==> run_1/registers.png <==
Drawn at 4 px/um.
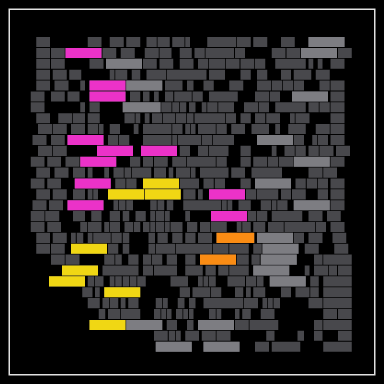
==> run_1/met3.png <==
Drawn at 4 px/um.
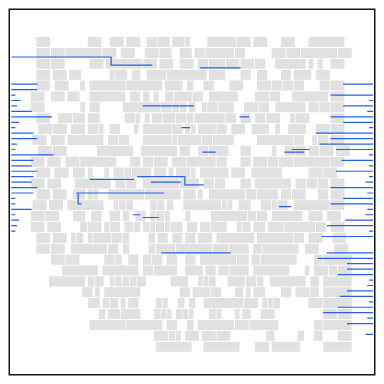
==> run_1/met1.png <==
Drawn at 6 px/um. Supply wires on this layer in grey.
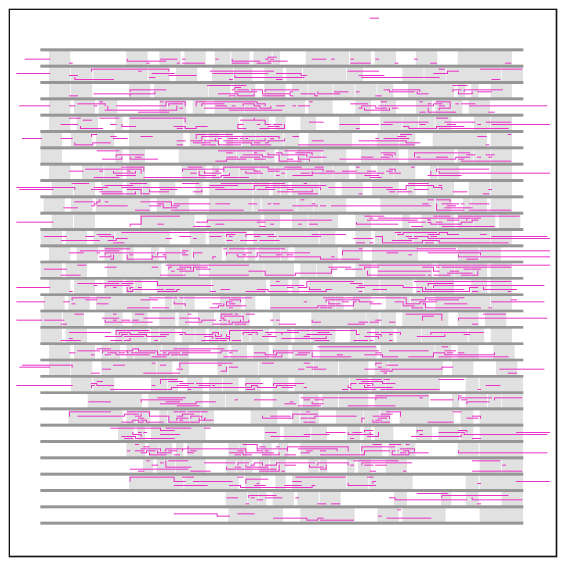
==> run_1/final_congestion.png <==
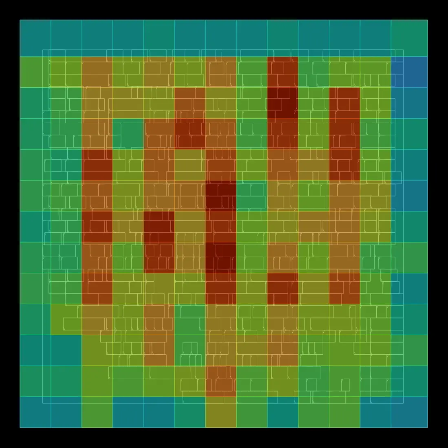
$ cat config.mk
export PLATFORM = sky130hd
export DESIGN_NAME = counter_job_ctrl_flat
export DESIGN_NICKNAME = d
export VERILOG_FILES = /design/src/rtl/counter_job_ctrl_pkg.sv /design/src/rtl/counter_job_ctrl_if.sv /design/src/rtl/counter_job_ctrl_rr_arbiter.sv /design/src/rtl/counter_job_ctrl.sv /design/src/flat_wrapper.sv
export SDC_FILE = /design/constraint.sdc
export NUM_CORES = 1
export LEC_CHECK = 0
export CAP_MARGIN = 10
export CORE_MARGIN = 5
export CORE_UTILIZATION = 40
export CTS_BUF_LIST = sky130_fd_sc_hd__clkbuf_8
export DETAILED_ROUTE_END_ITERATION = 10
export PLACE_DENSITY_LB_ADDON = 0.15
export SLEW_MARGIN = 20
export SYNTH_ARGS = -nofsm -noshare
export SYNTH_HDL_FRONTEND = slang
export SYNTH_SLANG_ARGS = --single-unit
$ cat constraint.sdc
create_clock -name clk -period 2.05 [get_ports clk]
set_clock_uncertainty 0.05 [all_clocks]
set_input_delay 0.205 -clock clk [delete_from_list [all_inputs] [get_ports clk]]
set_output_delay 0.205 -clock clk [all_outputs]
set_load 0.05 [all_outputs]
$ cat src/rtl/counter_job_ctrl_pkg.sv
// Shared types for the counter job controller: FSM states, direction encoding
// and the captured-job record.
package counter_ctrl_pkg;

    localparam int JOB_N_REQ  = 4;
    localparam int JOB_WIDTH  = 8;
    localparam int JOB_STEP_W = 8;
    localparam int JOB_ID_W   = (JOB_N_REQ > 1) ? $clog2(JOB_N_REQ) : 1;

    localparam logic DIR_UP   = 1'b1;
    localparam logic DIR_DOWN = 1'b0;

    typedef enum logic [1:0] {
        IDLE = 2'd0,
        LOAD = 2'd1,
        RUN  = 2'd2,
        RESP = 2'd3
    } state_t;

    // Field widths track the package defaults, which the controller's
    // parameters default to.
    typedef struct packed {
        logic [JOB_WIDTH-1:0]  start;
        logic [JOB_STEP_W-1:0] steps;
        logic                  dir;
        logic [JOB_ID_W-1:0]   id;
    } job_t;

endpackage

$ cat src/rtl/counter_job_ctrl_if.sv
// Requester/consumer handshake bundle of the counter job controller.
// master = requesters and result consumer, slave = the controller.
interface counter_job_ctrl_if #(
    parameter int N_REQ  = 4,
    parameter int WIDTH  = 8,
    parameter int STEP_W = 8
) ();
    localparam int ID_W = (N_REQ > 1) ? $clog2(N_REQ) : 1;

    logic [N_REQ-1:0]        req_valid;
    logic [N_REQ*WIDTH-1:0]  req_start;
    logic [N_REQ*STEP_W-1:0] req_steps;
    logic [N_REQ-1:0]        req_dir;
    logic [N_REQ-1:0]        req_ready;
    logic                    rsp_valid;
    logic [ID_W-1:0]         rsp_id;
    logic [WIDTH-1:0]        rsp_count;
    logic                    rsp_ready;

    modport master (
        output req_valid, req_start, req_steps, req_dir, rsp_ready,
        input  req_ready, rsp_valid, rsp_id, rsp_count
    );

    modport slave (
        input  req_valid, req_start, req_steps, req_dir, rsp_ready,
        output req_ready, rsp_valid, rsp_id, rsp_count
    );
endinterface

$ cat src/rtl/counter_job_ctrl_rr_arbiter.sv
// Round-robin arbiter: picks the first request at or after the pointer,
// wrapping, and moves the pointer past the winner when the grant is accepted.
module rr_arbiter #(
    parameter  int N     = 4,
    localparam int IDX_W = (N > 1) ? $clog2(N) : 1
) (
    input  logic             clk,
    input  logic             reset,
    input  logic [N-1:0]     req,
    input  logic             accept,
    output logic [N-1:0]     grant,
    output logic [IDX_W-1:0] grant_idx,
    output logic             grant_valid
);

    logic [IDX_W-1:0] r_ptr;
    logic [IDX_W-1:0] w_idx;
    logic             w_found;

    always_comb begin
        logic [IDX_W:0] cand;
        cand    = '0;
        w_idx   = '0;
        w_found = 1'b0;
        for (int k = 0; k < N; k++) begin
            cand = {1'b0, r_ptr} + (IDX_W+1)'(k);
            if (cand >= (IDX_W+1)'(N)) begin
                cand = cand - (IDX_W+1)'(N);
            end
            if (!w_found && req[cand[IDX_W-1:0]]) begin
                w_found = 1'b1;
                w_idx   = cand[IDX_W-1:0];
            end
        end
    end

    genvar gi;
    generate
        for (gi = 0; gi < N; gi++) begin : g_grant
            assign grant[gi] = w_found && (w_idx == IDX_W'(gi));
        end
    endgenerate

    assign grant_idx   = w_idx;
    assign grant_valid = w_found;

    always_ff @(posedge clk or negedge reset) begin
        if (!reset) begin
            r_ptr <= '0;
        end else if (accept && w_found) begin
            r_ptr <= (w_idx == IDX_W'(N-1)) ? '0 : w_idx + 1'b1;
        end
    end

endmodule

$ cat src/rtl/counter_job_ctrl.sv
// Job sequencer for a shared up/down counter: arbitrates requesters, loads and
// steps the counter, then returns the final count tagged with the requester id.
module counter_job_ctrl
    import counter_ctrl_pkg::*;
#(
    parameter int N_REQ  = JOB_N_REQ,
    parameter int WIDTH  = JOB_WIDTH,
    parameter int STEP_W = JOB_STEP_W
) (
    input  logic                clk,
    input  logic                reset,
    counter_job_ctrl_if.slave   bus,
    output logic                busy,
    output logic                cnt_load,
    output logic                cnt_enable,
    output logic                cnt_inc,
    output logic                cnt_dec,
    output logic [WIDTH-1:0]    cnt_din,
    input  logic [WIDTH-1:0]    cnt_count
);

    localparam int ID_W = (N_REQ > 1) ? $clog2(N_REQ) : 1;

    state_t            r_state;
    job_t              r_job;
    logic [STEP_W-1:0] r_remaining;
    logic              r_arb_en;
    logic              r_busy;
    logic              r_cnt_load;
    logic              r_cnt_enable;
    logic              r_cnt_inc;
    logic              r_cnt_dec;
    logic [WIDTH-1:0]  r_cnt_din;
    logic              r_rsp_valid;
    logic [ID_W-1:0]   r_rsp_id;

    logic [N_REQ-1:0]  w_grant;
    logic [ID_W-1:0]   w_gidx;
    logic              w_gvalid;
    logic              w_accept;

    // r_arb_en keeps req_ready low while reset is asserted and until the
    // first clock after release.
    assign w_accept = r_arb_en && (r_state == IDLE) && w_gvalid;

    rr_arbiter #(.N(N_REQ)) u_arb (
        .clk         (clk),
        .reset       (reset),
        .req         (bus.req_valid),
        .accept      (w_accept),
        .grant       (w_grant),
        .grant_idx   (w_gidx),
        .grant_valid (w_gvalid)
    );

    assign bus.req_ready = w_accept ? w_grant : '0;
    assign bus.rsp_valid = r_rsp_valid;
    assign bus.rsp_id    = r_rsp_id;
    // The counter is idle in RESP, so its output is stable without a copy.
    assign bus.rsp_count = (r_state == RESP) ? cnt_count : '0;

    assign busy       = r_busy;
    assign cnt_load   = r_cnt_load;
    assign cnt_enable = r_cnt_enable;
    assign cnt_inc    = r_cnt_inc;
    assign cnt_dec    = r_cnt_dec;
    assign cnt_din    = r_cnt_din;

    always_ff @(posedge clk or negedge reset) begin
        if (!reset) begin
            r_state      <= IDLE;
            r_job        <= '0;
            r_remaining  <= '0;
            r_arb_en     <= 1'b0;
            r_busy       <= 1'b0;
            r_cnt_load   <= 1'b0;
            r_cnt_enable <= 1'b0;
            r_cnt_inc    <= 1'b0;
            r_cnt_dec    <= 1'b0;
            r_cnt_din    <= '0;
            r_rsp_valid  <= 1'b0;
            r_rsp_id     <= '0;
        end else begin
            r_arb_en <= 1'b1;
            case (r_state)
                IDLE: begin
                    if (w_accept) begin
                        r_job.start <= bus.req_start[w_gidx*WIDTH +: WIDTH];
                        r_job.steps <= bus.req_steps[w_gidx*STEP_W +: STEP_W];
                        r_job.dir   <= bus.req_dir[w_gidx];
                        r_job.id    <= w_gidx;
                        r_busy      <= 1'b1;
                        r_cnt_load  <= 1'b1;
                        r_cnt_din   <= bus.req_start[w_gidx*WIDTH +: WIDTH];
                        r_state     <= LOAD;
                    end
                end
                LOAD: begin
                    r_cnt_load  <= 1'b0;
                    r_remaining <= r_job.steps;
                    if (r_job.steps != '0) begin
                        r_cnt_enable <= 1'b1;
                        r_cnt_inc    <= (r_job.dir == DIR_UP);
                        r_cnt_dec    <= (r_job.dir == DIR_DOWN);
                        r_state      <= RUN;
                    end else begin
                        r_cnt_din   <= '0;
                        r_rsp_valid <= 1'b1;
                        r_rsp_id    <= r_job.id;
                        r_state     <= RESP;
                    end
                end
                RUN: begin
                    r_remaining <= r_remaining - 1'b1;
                    if (r_remaining == STEP_W'(1)) begin
                        r_cnt_enable <= 1'b0;
                        r_cnt_inc    <= 1'b0;
                        r_cnt_dec    <= 1'b0;
                        r_cnt_din    <= '0;
                        r_rsp_valid  <= 1'b1;
                        r_rsp_id     <= r_job.id;
                        r_state      <= RESP;
                    end
                end
                RESP: begin
                    if (bus.rsp_ready) begin
                        r_rsp_valid <= 1'b0;
                        r_rsp_id    <= '0;
                        r_busy      <= 1'b0;
                        r_state     <= IDLE;
                    end
                end
                default: begin
                    r_state <= IDLE;
                end
            endcase
        end
    end

endmodule
$ cat src/flat_wrapper.sv
// flat-port wrapper written by rule: the top's interface ports become plain ports
module counter_job_ctrl_flat import counter_ctrl_pkg::*;
#(
    parameter int N_REQ  = JOB_N_REQ,
    parameter int WIDTH  = JOB_WIDTH,
    parameter int STEP_W = JOB_STEP_W
)
  (clk, reset, busy, cnt_load, cnt_enable, cnt_inc, cnt_dec, cnt_din, cnt_count, bus_req_valid, bus_req_start, bus_req_steps, bus_req_dir, bus_rsp_ready, bus_req_ready, bus_rsp_valid, bus_rsp_id, bus_rsp_count);
  counter_job_ctrl_if #(.N_REQ(N_REQ), .WIDTH(WIDTH), .STEP_W(STEP_W)) bus_i ();
  input  logic clk;
  input  logic reset;
  output logic busy;
  output logic cnt_load;
  output logic cnt_enable;
  output logic cnt_inc;
  output logic cnt_dec;
  output logic [WIDTH-1:0] cnt_din;
  input  logic [WIDTH-1:0] cnt_count;
  input wire logic [$bits(bus_i.req_valid)-1:0] bus_req_valid;
  input wire logic [$bits(bus_i.req_start)-1:0] bus_req_start;
  input wire logic [$bits(bus_i.req_steps)-1:0] bus_req_steps;
  input wire logic [$bits(bus_i.req_dir)-1:0] bus_req_dir;
  input wire logic [$bits(bus_i.rsp_ready)-1:0] bus_rsp_ready;
  output wire logic [$bits(bus_i.req_ready)-1:0] bus_req_ready;
  output wire logic [$bits(bus_i.rsp_valid)-1:0] bus_rsp_valid;
  output wire logic [$bits(bus_i.rsp_id)-1:0] bus_rsp_id;
  output wire logic [$bits(bus_i.rsp_count)-1:0] bus_rsp_count;
  assign bus_i.req_valid = bus_req_valid;
  assign bus_i.req_start = bus_req_start;
  assign bus_i.req_steps = bus_req_steps;
  assign bus_i.req_dir = bus_req_dir;
  assign bus_i.rsp_ready = bus_rsp_ready;
  assign bus_req_ready = bus_i.req_ready;
  assign bus_rsp_valid = bus_i.rsp_valid;
  assign bus_rsp_id = bus_i.rsp_id;
  assign bus_rsp_count = bus_i.rsp_count;
  counter_job_ctrl #(.N_REQ(N_REQ), .WIDTH(WIDTH), .STEP_W(STEP_W)) u_core (.clk(clk), .reset(reset), .bus(bus_i), .busy(busy), .cnt_load(cnt_load), .cnt_enable(cnt_enable), .cnt_inc(cnt_inc), .cnt_dec(cnt_dec), .cnt_din(cnt_din), .cnt_count(cnt_count));
endmodule
==> impl_metrics.py, run 1 <==
# Flow results
metrics = {
    "pwr": {
        "cellPowerDensity_nw_per_um2": 1440,
        "power_mw": 6.63,
        "power_frac_seq_pct": 21.2,
        "comb_power_share_pct": 70.2,
        "peakVddDrop_mv": 1.06,
    },
    "sta": {
        "final-setup-viol-count": 10,
        "finalMaxSlewViolations": 0,
        "rsz0062_at_grt": "true",
        "post-route-period-util_pct": 104,
        "worst_slack_ps": -76.4,
        "finalHoldViolCount": 0,
        "worst_pin_slew_ps": 551,
    },
    "run": {
        "maxCapViolCount": 0,
    },
    "cells_and_area": {
        "mostFrequentLayoutCells": "clkdlybuf4s50_1 (93), buf_4 (46), nand2_1 (38), dfrtp_1 (38), a21oi_1 (21)",
        "clock_area_share_pct": 2.12,
        "fillers": 478,
        "biggestCellCategory": "logic gates",
        "area_growth_pct": 75.9,
        "comb_area_share_pct": 36.7,
        "ff_count": 40,
        "buffer_area_share_pct": 36.7,
    },
    "run_status": {
        "status": "finished, violations left",
        "violations": "setup timing",
    },
    "detailed_routing": {
        "wl_met2_um": 4260,
        "top_layer": "met4",
        "drt-initial-drc-count": 90,
        "wl_met3_um": 533,
    },
    "grt": {
        "grt_max_degree": 26,
        "grt_pass1_vias": 2864,
    },
    "place": {
        "hpwlAfterDp_um": 6380,
    },
    "synth": {
        "ys_types": 48,
        "largest_area_cell": "dfrtp_1",
        "yosys_cells": 286,
        "synth_nets": 377,
    },
    "critical_path": {
        "crit_chain": "inv_2, ha_4, or4b_4, o21ai_4, o2111ai_4, or2_4, buf_8, o31ai_2",
        "r2r_start": "u_core.r_remaining[1]$_DFFE_PN0N_",
        "worstPathArrival_ps": 2280,
    },
    "die": {
        "core-area_um2": 6350,
    },
}
Notes on registers.png above:
| colour | netlist name | sequential cells |
|---|---|---|
| orange | u_core.r_state | 2 |
| magenta | u_core.r_job | 11 |
| yellow | u_core.r_remaining | 8 |
post-route core utilization: 72.6%
Reg area: 1000 um^2
seq pwr: 1.41 mW
fraction of area in registers: 21.8%

Notes on met3.png above:
nets with wire on the layer: 82
main direction: horizontal
wire length on this layer: 533 um
final WL: 8300 um
DR vias: 2779
met3 usage: 4.71%

Notes on met1.png above:
wire length on this layer: 3440 um
longest straight run: 34.5 um
nets with wire on the layer: 462
share of all routed wire: 41%
met1 usage: 23.6%

Notes on final_congestion.png above:
M2 GR Usage: 35.6%
Most Crowded Layer GR: met2

-- run 1: per-stage QoR --
stage | instance area [um^2] | worst slack [ps] | utilization [%] | setup TNS [ps] | hold WS (ps)
floorplan | 2670 | -81.5 | - | -259 | -141
global placement | 4260 | -282 | 67.1 | -5490 | 175
detailed placement | 4260 | -359 | 67.1 | -7180 | 170
CTS | 4490 | -58.4 | 70.7 | -488 | 408
global route | 4610 | -145 | 72.6 | -1190 | 457
finish | 4610 | -76.4 | 72.6 | -432 | 415
-- run 1: kinds of logic (layout without fill, tap and decap cells) --
group	after synthesis	count (layout)	share of synthesized area (%)
AOI/OAI and AO/OA	86	86	24.7
adders and majority gates	8	8	3.82
buffers and inverters	27	182	4.44
DFF	40	40	38.2
muxes	21	21	8.06
other	1	1	0.143
and+or+nand+nor	103	103	20.7
-- run 1: repair_timing --
action / 4_1_cts / 5_1_grt
pin swaps: 8 / 6
gates resized: 21 / 20
endpoints found under the setup margin: 14 / 16
setup buffers: 7 / 4
hold buffers: 1 / 0
hold endpoints to repair: 22 / 0
-- run 1: worst reg2reg max path, cell delays in order, from the launching register on --
cell and delay [ps]:
dfrtp_1 400, inv_2 80, ha_4 120, or4b_4 460
o21ai_4 200, o2111ai_4 150, or2_4 270, buf_8 150
o31ai_2 180
-- run 1: worst paths after layout --
check                                                      to  depth (start not counted)  slack (ps)
worst max register to register  u_core.cnt_din[3]$_DFFE_PN0P_                          8         -80
worst min register to register  u_core.cnt_din[4]$_DFFE_PN0P_                          2         440
worst min-delay path                  u_core.busy$_DFFE_PN0P_                          2         420
worst max-delay path            u_core.cnt_din[3]$_DFFE_PN0P_                          8         -80
min in group clk                u_core.cnt_din[4]$_DFFE_PN0P_                          2         440
max in group asynchronous       u_core.cnt_din[5]$_DFFE_PN0P_                          3         980
==> run_1/metal_stack.png <==
Drawn at 4 px/um. Only two layers are drawn.
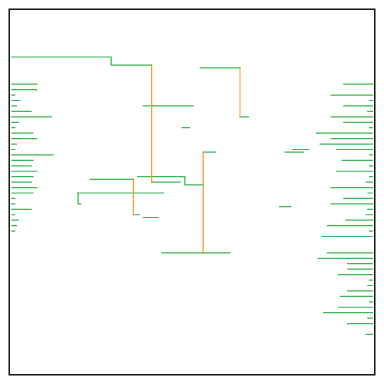

--- run 2 (diff from run 1) ---
--- a/config.mk
+++ b/config.mk
@@ -6,7 +6,7 @@
 export NUM_CORES = 1
 export LEC_CHECK = 0
 export CAP_MARGIN = 10
-export CORE_MARGIN = 5
+export CORE_MARGIN = 2
 export CORE_UTILIZATION = 40
 export CTS_BUF_LIST = sky130_fd_sc_hd__clkbuf_8
 export DETAILED_ROUTE_END_ITERATION = 10
==> run_2/metal_stack.png <==
Drawn at 6 px/um. Only two layers are drawn.
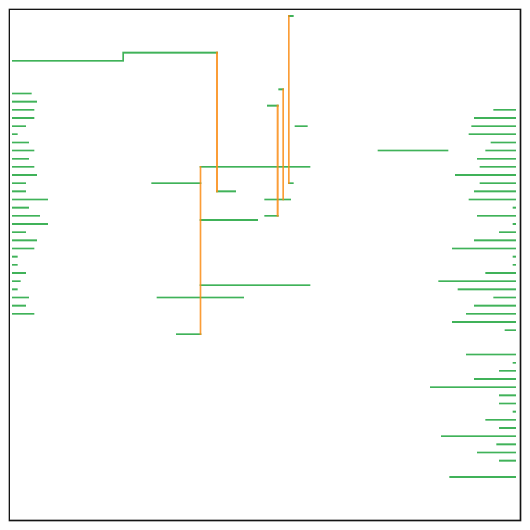
| colour | layer | wire length |
|---|---|---|
| green | met3 | 449 um |
| orange | met4 | 116 um |
final WL: 8150 um
DR vias: 2767
drt wl/cell: 15.8 um
GRT Util Overall: 22.6%

==> run_2/met4.png <==
Drawn at 6 px/um. Supply wires on this layer in grey.
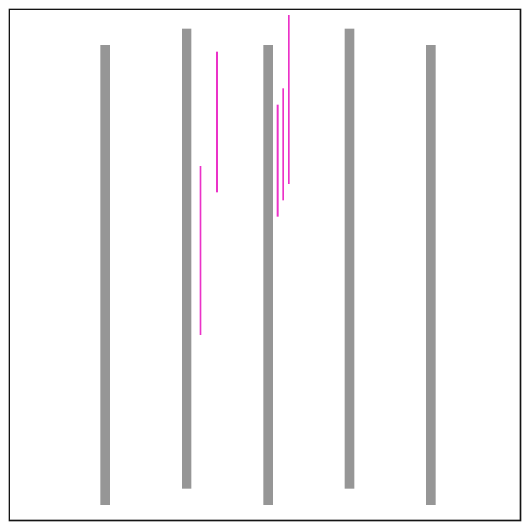
wire length on this layer: 116 um
share of all routed wire: 1.4%
nets with wire on the layer: 5

==> run_2/met1.png <==
Drawn at 6 px/um. Supply wires on this layer in grey.
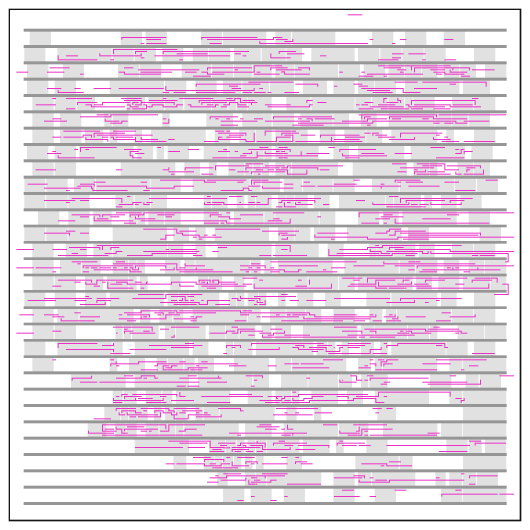
main direction: horizontal
wire length on this layer: 3490 um
share of all routed wire: 43%
nets with wire on the layer: 450
longest straight run: 32.2 um
met1 usage: 29.1%

==> run 2 against run 1 <==
Net effect: the flow still finishes with violations (setup timing); register-to-register slack better by 30 ps; design area is 0.24% lower; flip-flop count unchanged; sequential share of layout area is essentially flat; setup slack improved by 20 ps; total power decreased by 0.24%; core utilization shrank 0.18 points; maximum frequency grew 0.97%; final cell count is 0.58% lower; combinational power is essentially flat; area after synthesis did not move.
==> impl_metrics.py, run 2 <==
# Flow results
metrics = {
    "grt": {
        "grt_pass1_vias": 2776,
        "grtUsageMet2_pct": 39.1,
        "use_met3_pct": 4.67,
        "busiest_layer": "met2",
        "grt_max_degree": 27,
    },
    "synth": {
        "ys_sh_simple_pct": 20.7,
        "topCombFamilyByArea": "AND-OR/OR-AND gates",
        "ys_types": 48,
        "adder_share_pct": 3.82,
        "yosys_cells": 286,
        "ys_sh_mux_pct": 8.06,
        "synth_nets": 377,
        "synthArstFlopShare_pct": 100,
        "synthAoiAreaFrac_pct": 24.7,
    },
    "critical_path": {
        "r2r_start": "u_core.r_remaining[1]$_DFFE_PN0N_",
        "crit_chain": "buf_6, nand2b_4, a21oi_4, or2_4, inv_2, ha_1, and3_4, buf_8",
        "worstPathArrival_ps": 1850,
        "crit_start": "u_core.u_arb.r_ptr[1]$_DFFE_PN0P_",
    },
    "detailed_routing": {
        "drt-initial-drc-count": 131,
        "wl_met3_um": 449,
        "wl_met2_um": 4090,
        "top_layer": "met4",
    },
    "sta": {
        "worst_pin_slew_ps": 577,
        "finalMaxSlewViolations": 0,
        "worst_slack_ps": -56.1,
        "rsz0062_at_grt": "true",
        "final-setup-viol-count": 9,
        "post-route-period-util_pct": 103,
        "finalHoldViolCount": 0,
    },
    "cells_and_area": {
        "mostFrequentLayoutCells": "clkdlybuf4s50_1 (94), buf_4 (42), nand2_1 (39), dfrtp_1 (39)",
        "diodes": 0,
        "final_core_utilization_pct": 72.5,
        "stdcell_area_um2": 4600,
        "top_register": "u_core.r_job",
        "area_growth_pct": 75.4,
    },
    "clocking": {
        "cts-root-buf": "clkbuf_8",
        "ctsHtreeMaxLevel": 2,
        "cts_setup_buffers": 5,
        "cts_resized": 25,
        "cts_hold_buf": 1,
    },
    "pwr": {
        "peakVddDrop_mv": 1.25,
        "power_mw": 6.61,
        "cellPowerDensity_nw_per_um2": 1440,
    },
    "place": {
        "hpwlAfterDp_um": 6140,
        "place_area_um2": 4240,
    },
    "die": {
        "core-area_um2": 6350,
    },
    "run": {
        "maxCapViolCount": 0,
    },
    "run_status": {
        "violations": "setup timing",
        "status": "finished, violations left",
    },
}
-- run 2: cell counts after synthesis --
No cell type changed its count.
-- run 2: kinds of logic after synthesis --
group / after synthesis
adders and majority gates: 8
AOI/OAI and AO/OA: 86
buffers and inverters: 27
and+or+nand+nor: 103
DFF: 40
other: 1
muxes: 21
-- run 2: metrics by stage --
stage / TNS (ps) / hold slack [ps] / setup slack (ps)
6_report: -329 / 391 / -56.1
5_1_grt: -1220 / 460 / -119
4_1_cts: -496 / 420 / -63.8
3_5_place_dp: -1980 / 186 / -144
3_3_place_gp: -1020 / 188 / -122
2_1_floorplan: -259 / -141 / -81.5
-- run 2: where the power goes --
part	internal, mW	switching (mW)	leakage (nW)	total, mW
Combinational	2.14	2.50	1.39	4.64
Sequential	1.16	0.269	0.491	1.43
Clock	0.269	0.282	0.0486	0.550
-- run 2: cell type report --
| type | instances | area, um^2 |
|---|---|---|
| Clock buffer | 6 | 82.6 |
| Inverter | 9 | 33.8 |
| Tap cell | 77 | 96.3 |
| Sequential cell | 40 | 1000 |
| Clock inverter | 2 | 11.3 |
| Fill cell | 483 | 1750 |
| Timing Repair Buffer | 162 | 1680 |
| Multi-Input combinational cell | 219 | 1700 |
-- run 2: final timing paths --
| kind | endpoint | slack, ps | cells after the start |
|---|---|---|---|
| min in group clk | u_core.cnt_din[3]$_DFFE_PN0P_ | 440 | 2 |
| min | u_core.bus.rsp_valid$_DFFE_PN0P_ | 390 | 2 |
| max | bus_req_ready[3] | -60 | 8 |
| max in group asynchronous | u_core.u_arb.r_ptr[1]$_DFFE_PN0P_ | 1000 | 3 |
| min reg2reg | u_core.cnt_din[3]$_DFFE_PN0P_ | 440 | 2 |
| max reg2reg | u_core.cnt_din[5]$_DFFE_PN0P_ | -50 | 8 |
Power figures rest on the tool's default switching activity, not on a simulated workload.
